File: config.mk
export PLATFORM = sky130hd
export DESIGN_NAME = imem_loader
export DESIGN_NICKNAME = d
export VERILOG_FILES = /design/src/rtl/imem_loader.sv
export SDC_FILE = /design/constraint.sdc
export NUM_CORES = 1
export LEC_CHECK = 0
export ABC_AREA = 1
export CORE_ASPECT_RATIO = 0.6
export CORE_MARGIN = 2
export CORE_UTILIZATION = 55
export CTS_BUF_LIST = sky130_fd_sc_hd__clkbuf_8
export CTS_CLUSTER_SIZE = 12
export DETAILED_ROUTE_END_ITERATION = 12
export PLACE_DENSITY = 0.85
export SYNTH_ARGS = -nofsm -noshare
export SYNTH_HDL_FRONTEND = slang
export SYNTH_SLANG_ARGS = --single-unit
export TNS_END_PERCENT = 1
File: constraint.sdc
create_clock -name clk -period 3.6 [get_ports clk]
set_clock_uncertainty 0.15 [all_clocks]
set_input_delay 1.08 -clock clk [delete_from_list [all_inputs] [get_ports clk]]
set_output_delay 1.08 -clock clk [all_outputs]
set_load 0.01 [all_outputs]
File: src/rtl/imem_loader.sv
// Boot-time instruction-memory loader: takes a length-prefixed big-endian byte
// stream and writes 32-bit words at byte addresses 0, 4, 8, ... while holding the core.
module imem_loader #(
   parameter int DEPTH  = 256,
   parameter int ADDR_W = 8
) (
   input  logic              clk,
   input  logic              rst_n,
   input  logic              start,
   input  logic [7:0]        byte_in,
   input  logic              byte_valid,
   output logic              byte_ready,
   output logic              wr_en,
   output logic [31:0]       wr_addr,
   output logic [31:0]       wr_data,
   output logic              cpu_hold,
   output logic              done,
   output logic              err,
   output logic [15:0]       word_count,
   output logic [2:0]        dbg_state
);

   // Handshake: a byte is consumed on a rising edge where byte_valid && byte_ready;
   // byte_ready depends only on state, so the source may hold byte_valid as long as it likes.
   typedef enum logic [2:0] {
      S_IDLE   = 3'd0,
      S_LEN_HI = 3'd1,
      S_LEN_LO = 3'd2,
      S_DATA   = 3'd3,
      S_WRITE  = 3'd4,
      S_DONE   = 3'd5,
      S_ERR    = 3'd6
   } state_t;

   localparam logic [16:0] DEPTH_L = 17'(DEPTH);

   state_t            state, state_nxt;
   logic [15:0]       len;
   logic [1:0]        byte_cnt;
   logic [ADDR_W-1:0] idx;
   logic [31:0]       word;
   logic              accept;
   logic [15:0]       len_in;
   logic              last_word;

   assign accept    = byte_valid && byte_ready;
   assign len_in    = {len[15:8], byte_in};
   assign last_word = ({{(16-ADDR_W){1'b0}}, idx} + 16'd1) == len;

   always_ff @(posedge clk or negedge rst_n) begin
      if (!rst_n) state <= S_IDLE;
      else        state <= state_nxt;
   end

   always_comb begin
      state_nxt = state;
      case (state)
         S_IDLE, S_DONE, S_ERR: if (start) state_nxt = S_LEN_HI;
         S_LEN_HI: if (accept) state_nxt = S_LEN_LO;
         S_LEN_LO: begin
            if (accept) begin
               if ({1'b0, len_in} > DEPTH_L) state_nxt = S_ERR;
               else if (len_in == 16'd0)     state_nxt = S_DONE;
               else                          state_nxt = S_DATA;
            end
         end
         S_DATA:  if (accept && byte_cnt == 2'd3) state_nxt = S_WRITE;
         S_WRITE: state_nxt = last_word ? S_DONE : S_DATA;
         default: state_nxt = S_IDLE;
      endcase
   end

   always_ff @(posedge clk or negedge rst_n) begin
      if (!rst_n) begin
         len        <= '0;
         byte_cnt   <= '0;
         idx        <= '0;
         word       <= '0;
         word_count <= '0;
      end else begin
         case (state)
            S_IDLE, S_DONE, S_ERR: begin
               if (start) begin
                  len        <= '0;
                  byte_cnt   <= '0;
                  idx        <= '0;
                  word_count <= '0;
               end
            end
            S_LEN_HI: if (accept) len[15:8] <= byte_in;
            S_LEN_LO: begin
               if (accept) begin
                  len[7:0] <= byte_in;
                  byte_cnt <= '0;
               end
            end
            S_DATA: begin
               if (accept) begin
                  word     <= {word[23:0], byte_in};
                  byte_cnt <= byte_cnt + 2'd1;
               end
            end
            S_WRITE: begin
               idx        <= idx + 1'b1;
               word_count <= word_count + 16'd1;
            end
            default: ;
         endcase
      end
   end

   assign byte_ready = (state == S_LEN_HI) || (state == S_LEN_LO) || (state == S_DATA);
   assign wr_en      = (state == S_WRITE);
   assign wr_addr    = {{(30-ADDR_W){1'b0}}, idx, 2'b00};
   assign wr_data    = word;
   assign cpu_hold   = (state != S_DONE);
   assign done       = (state == S_DONE);
   assign err        = (state == S_ERR);
   assign dbg_state  = state;

endmodule
### Metal 2

Cells faint in the background.
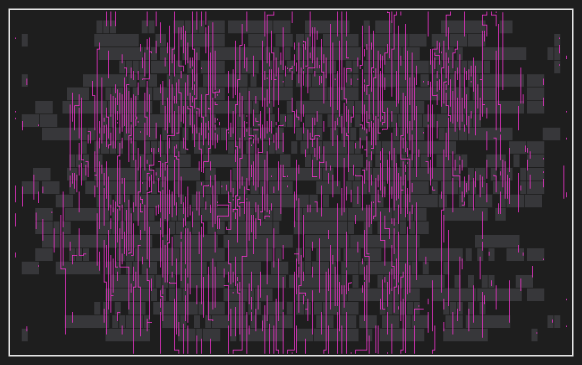
share of all routed wire	45%
nets with wire on the layer	508
main direction	vertical
wire length on this layer	4280 um
longest straight run	27.9 um

### Cell area per tile

11 x 7 tiles, from white (low) to dark blue (high), 0 to 100% covered.
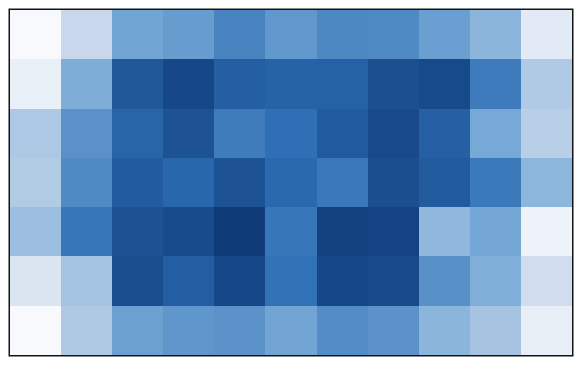
fullest tile	95%
densest ninth of the die	middle
tiles over 75% full	36%

### Register map, names as in the netlist

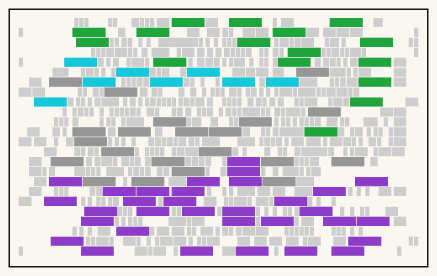
netlist name	colour	sequential cells
`word_count`	green	16
`idx`	cyan	8
`wr_data`	purple	32

### Placed standard cells

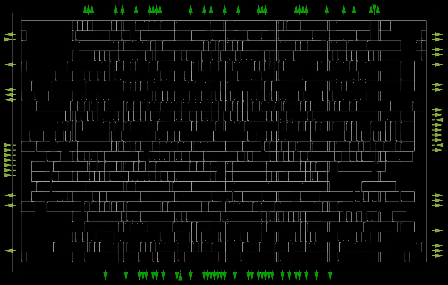
Core Footprint: 7150 um^2
sequential share of cell area: 38.8%

==> impl_results.rst <==
Run summary
-----------

.. list-table::
   :header-rows: 1

   * - Metric
     - Value
   * - Depth of the worst register-to-register path
     - 8
   * - Core Util at FP
     - 56.0%
   * - Clock Tree Buf Depth
     - 2
   * - Weighted congestion reported at the end of routability-driven placement
     - 0.960
   * - Internal power summed over all cells
     - 2.15 mW
   * - Family with the most delay on the worst path
     - buffers and inverters
   * - Detail-routed via count per cell
     - 5.26
   * - Power drawn by the combinational cells
     - 1.46 mW
   * - Final clock-cell share
     - 4.64%
   * - Switching Fraction
     - 38.4%
   * - # nets final
     - 604
   * - TAP cells
     - 91
   * - Sequential Power Share
     - 37.4%
   * - Ys cells
     - 512
   * - Crit path from
     - dbg_state[2]
   * - Number of buffers inserted by port buffering
     - 75
   * - Cells traversed along the worst timing path
     - inv_2, nor2_1, clkdlybuf4s50_1
   * - Instance count on the critical path
     - 3
   * - Most popular library cell in the synthesized design by count
     - sky130_fd_sc_hd__nand2_1
   * - Main synth FF type
     - sky130_fd_sc_hd__dfrtp_1
   * - Result of the run
     - completed
   * - Sw power
     - 1.34 mW
   * - Final Instance Area
     - 4960 um^2
   * - Post-synth EDFFs
     - 0
   * - Setup Slack @ Placement
     - 0.778 ns
   * - Final count of negative-setup-slack endpoints
     - 0
   * - Adder-cell share of the synthesized area
     - 0.938%
   * - Maximum number of pins on one net before global-route repair
     - 78
   * - Detailed-routed wire length on met3
     - 820 um
   * - Total overflow reported by the global router
     - 0
   * - Area delta synth->final
     - 24.0%
   * - Comb pwr share
     - 41.8%
   * - Full die area
     - 7990 um^2
   * - RSZ-0062 raised after global routing
     - no
   * - Distinct cell type count after synthesis
     - 39
   * - First-pass GRT wire length
     - 16.1 mm
   * - Post-layout minimum cycle time
     - 3.14 ns
   * - Seq power
     - 1.30 mW
   * - Clk root buf
     - sky130_fd_sc_hd__clkbuf_8
   * - Count of inverters other than clock inverters in the layout
     - 64
   * - Die span in x
     - 114 um
   * - Post-route worst hold slack
     - 0.324 ns
   * - Non-filler cells, final
     - 685
   * - Number of violations reported at the end of detailed-routing iteration 0
     - 346
   * - Global routing met2 resource utilization
     - 36.9%
   * - Detailed-route wire length on metal 1
     - 4.35 mm
   * - Power attributed to the clock group
     - 726 uW
   * - Wire per inst
     - 14.0 um
   * - Sequential area share after synthesis
     - 48.2%
   * - Post-synth ARST share
     - 100%
   * - Synth logic family
     - simple AND/OR/NAND/NOR gates
   * - Critical path buffers and inverters
     - 2
   * - Mux frac, synth
     - 0.250%
   * - Simple logic cell fraction of the synthesized area
     - 28.8%
   * - Power density over the cells
     - 702 nW/um^2
No activity file was given, so power comes from the tool's default toggle rates.
